**config.mk**
```make
export PLATFORM = sky130hd
export DESIGN_NAME = quad_encoder_decoder
export DESIGN_NICKNAME = d
export VERILOG_FILES = /design/src/rtl/quad_encoder_decoder.sv
export SDC_FILE = /design/constraint.sdc
export NUM_CORES = 1
export LEC_CHECK = 0
export ABC_AREA = 1
export CORE_MARGIN = 5
export CORE_UTILIZATION = 55
export CTS_CLUSTER_DIAMETER = 200
export DETAILED_ROUTE_END_ITERATION = 10
export HOLD_SLACK_MARGIN = 0.06
export PLACE_DENSITY = 0.81
export SLEW_MARGIN = 20
export SYNTH_ARGS = -nofsm -noshare
export SYNTH_HDL_FRONTEND = slang
export SYNTH_SLANG_ARGS = --single-unit
```
**constraint.sdc**
```tcl
create_clock -name clk_i -period 2.4 [get_ports clk_i]
set_input_delay 0.6 -clock clk_i [delete_from_list [all_inputs] [get_ports clk_i]]
set_output_delay 0.6 -clock clk_i [all_outputs]
set_load 0.005 [all_outputs]
```
**src/rtl/quad_encoder_decoder.sv**
```systemverilog
// quad_encoder_decoder: synchronizes and debounces raw quadrature contacts, then
// decodes full detent-to-detent rotations into single-cycle step pulses.
module quad_encoder_decoder #(
  parameter int CLOCK_FREQ_MHZ = 100,
  parameter int DELAY_IN_US    = 1
) (
  input  logic clk_i,
  input  logic rst_i,
  input  logic a_i,
  input  logic b_i,
  output logic a_clean_o,
  output logic b_clean_o,
  output logic inc_o,
  output logic dec_o,
  output logic err_o
);
  localparam int N  = CLOCK_FREQ_MHZ * DELAY_IN_US;
  localparam int CW = $clog2(N);
  if (N < 2) begin : g_bad_n
    $error("debounce window N=%0d must be at least 2 cycles", N);
  end
  typedef enum logic [2:0] {IDLE, R1, R2, R3, L1, L2, L3, WAIT} state_t;
  logic [1:0] meta_q, sync_q, clean_q, clean_d, mis, hit;
  logic [CW-1:0] cnt_q [2];
  logic [CW-1:0] cnt_d [2];
  state_t state_q, state_d;
  logic inc_q, dec_q, err_q, inc_d, dec_d, err_d;
  logic [1:0] ab;
  assign mis = sync_q ^ clean_q;
  always_comb begin
    hit = '0;
    cnt_d[0] = '0;
    cnt_d[1] = '0;
    for (int c = 0; c < 2; c++) begin
      hit[c] = mis[c] && cnt_q[c] == CW'(N - 1);
      cnt_d[c] = (mis[c] && !hit[c]) ? cnt_q[c] + CW'(1) : '0;
    end
  end
  assign clean_d = (clean_q & ~hit) | (sync_q & hit);
  always_ff @(posedge clk_i or posedge rst_i) begin
    if (rst_i) begin
      meta_q  <= 2'b11;
      sync_q  <= 2'b11;
      clean_q <= 2'b11;
      cnt_q[0] <= '0;
      cnt_q[1] <= '0;
    end else begin
      meta_q  <= {a_i, b_i};
      sync_q  <= meta_q;
      clean_q <= clean_d;
      cnt_q[0] <= cnt_d[0];
      cnt_q[1] <= cnt_d[1];
    end
  end
  assign ab = clean_q;
  // contact pair each non-WAIT state represents; flipping both bits from it is illegal
  function automatic logic [1:0] code(input state_t s);
    case (s)
      R1, L3:  code = 2'b01;
      R2, L2:  code = 2'b00;
      R3, L1:  code = 2'b10;
      default: code = 2'b11;
    endcase
  endfunction
  always_ff @(posedge clk_i or posedge rst_i) begin
    if (rst_i) begin
      state_q <= IDLE;
      inc_q   <= 1'b0;
      dec_q   <= 1'b0;
      err_q   <= 1'b0;
    end else begin
      state_q <= state_d;
      inc_q   <= inc_d;
      dec_q   <= dec_d;
      err_q   <= err_d;
    end
  end
  always_comb begin
    state_d = state_q;
    case (state_q)
      IDLE: state_d = ab == 2'b01 ? R1 : ab == 2'b10 ? L1 : ab == 2'b00 ? WAIT : IDLE;
      R1:   state_d = ab == 2'b00 ? R2 : ab == 2'b11 ? IDLE : ab == 2'b10 ? WAIT : R1;
      R2:   state_d = ab == 2'b10 ? R3 : ab == 2'b01 ? R1 : ab == 2'b11 ? WAIT : R2;
      R3:   state_d = ab == 2'b11 ? IDLE : ab == 2'b00 ? R2 : ab == 2'b01 ? WAIT : R3;
      L1:   state_d = ab == 2'b00 ? L2 : ab == 2'b11 ? IDLE : ab == 2'b01 ? WAIT : L1;
      L2:   state_d = ab == 2'b01 ? L3 : ab == 2'b10 ? L1 : ab == 2'b11 ? WAIT : L2;
      L3:   state_d = ab == 2'b11 ? IDLE : ab == 2'b00 ? L2 : ab == 2'b10 ? WAIT : L3;
      default: state_d = ab == 2'b11 ? IDLE : WAIT;
    endcase
  end
  always_comb begin
    inc_d = state_q == R3 && ab == 2'b11;
    dec_d = state_q == L3 && ab == 2'b11;
    err_d = state_q != WAIT && (ab ^ code(state_q)) == 2'b11;
    a_clean_o = clean_q[1];
    b_clean_o = clean_q[0];
    inc_o = inc_q;
    dec_o = dec_q;
    err_o = err_q;
  end
endmodule

```
Figure 1. Signal wires on met1.
The bar under the picture is 20 um long.
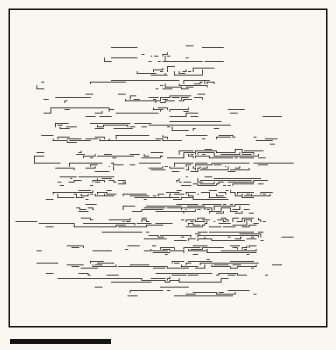
nets with wire on the layer = 189
main direction = horizontal
share of all routed wire = 46%
longest straight run = 16.6 um
wire length on this layer = 1260 um

Figure 2. Met2 routing.
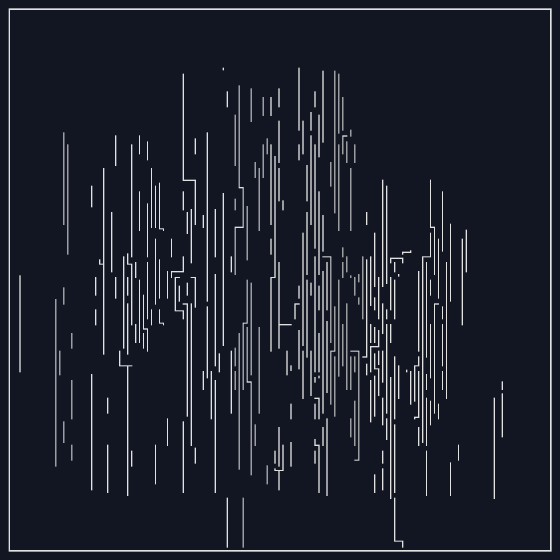
nets with wire on the layer = 164
wire length on this layer = 1380 um
main direction = vertical

==> results_tabular.tex <==
% Synthesis and place-and-route results
\begin{tabular}{lr}
\hline
Metric & Value \\
\hline
\multicolumn{2}{l}{\textbf{Worst setup path}} \\
\quad Depth of the critical timing path with buffers and inverters included & 1 \\
\quad Internal reg-to-reg setup slack & 0.79 ns \\
\quad CP startpoint kind & register \\
\quad Buffers \& Inverters on Critical Path & 1 \\
\quad Worst r2r dst & state\_q[1] \\
\quad Kind of critical path & reg2out \\
\multicolumn{2}{l}{\textbf{Logic synthesis}} \\
\quad Mux cell area share after synthesis & 0\% \\
\quad Post-synth net total & 205 \\
\quad Cell Area, Synth & 1510 sq um \\
\quad Top comb family, area & simple AND/OR/NAND/NOR gates \\
\quad Fraction of synthesized cell area taken by the top area cell type & 33.3\% \\
\quad Post-synthesis share of cell area spent on and, or, nand and nor gates & 33.1\% \\
\multicolumn{2}{l}{\textbf{Power and ir drop}} \\
\quad Part of the total power dissipated in the clock network & 37.6\% \\
\quad Comb power frac & 4.9\% \\
\quad P\_leak & 0.000804 uW \\
\quad Maximum resistive drop on vdd & 0.299 mV \\
\multicolumn{2}{l}{\textbf{Drt}} \\
\quad Routed length per instance & 11.9 um \\
\quad Tally of nets with antenna violations remaining after routing & 0 \\
\quad Initial DRT Pass Iterations & 4 \\
\quad Metal2 WL & 1.38 mm \\
\quad Met3 routed WL & 89 um \\
\quad Remaining routing DRC violations & 0 \\
\quad Vias per std cell & 5.25 \\
\multicolumn{2}{l}{\textbf{Global routing}} \\
\quad Vias in the first global route & 1142 \\
\quad Global router's overall resource usage & 14.6\% \\
\quad Met3 GRT Util & 1.62\% \\
\multicolumn{2}{l}{\textbf{STA}} \\
\quad Worst Tran Pin Value & 0.495 ns \\
\quad Number of failing hold endpoints at the final stage & 0 \\
\quad RSZ-0062 raised after global routing & no \\
\multicolumn{2}{l}{\textbf{Finish}} \\
\quad Final design utilization & 61.8\% \\
\quad Post-route insts no fill & 232 \\
\quad Flip-flop and latch share of the layout cell area & 39.7\% \\
\quad Fraction of layout cells with a size suffix above 1 & 13.4\% \\
\quad Largest registers in the final layout & cnt\_q (14), state\_q (3) \\
\multicolumn{2}{l}{\textbf{Floorplanning}} \\
\quad Number of primary I/O pins & 9 \\
\quad Full die area & 3880 sq um \\
\multicolumn{2}{l}{\textbf{CTS}} \\
\quad Insertion delay at the late pin of the worst-skew pair & 0.33 ns \\
\multicolumn{2}{l}{\textbf{Placement}} \\
\quad Placed Instances & 228 \\
\multicolumn{2}{l}{\textbf{Outcome}} \\
\quad Outcome & completed \\
\hline
\end{tabular}
Figure 3. Metal 3.
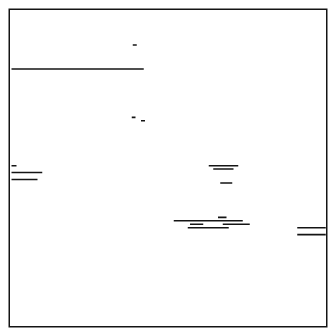
share of all routed wire = 3.2%
nets with wire on the layer = 14
main direction = horizontal
longest straight run = 25.8 um
wire length on this layer = 89.5 um

Power figures rest on the tool's default switching activity, not on a simulated workload.
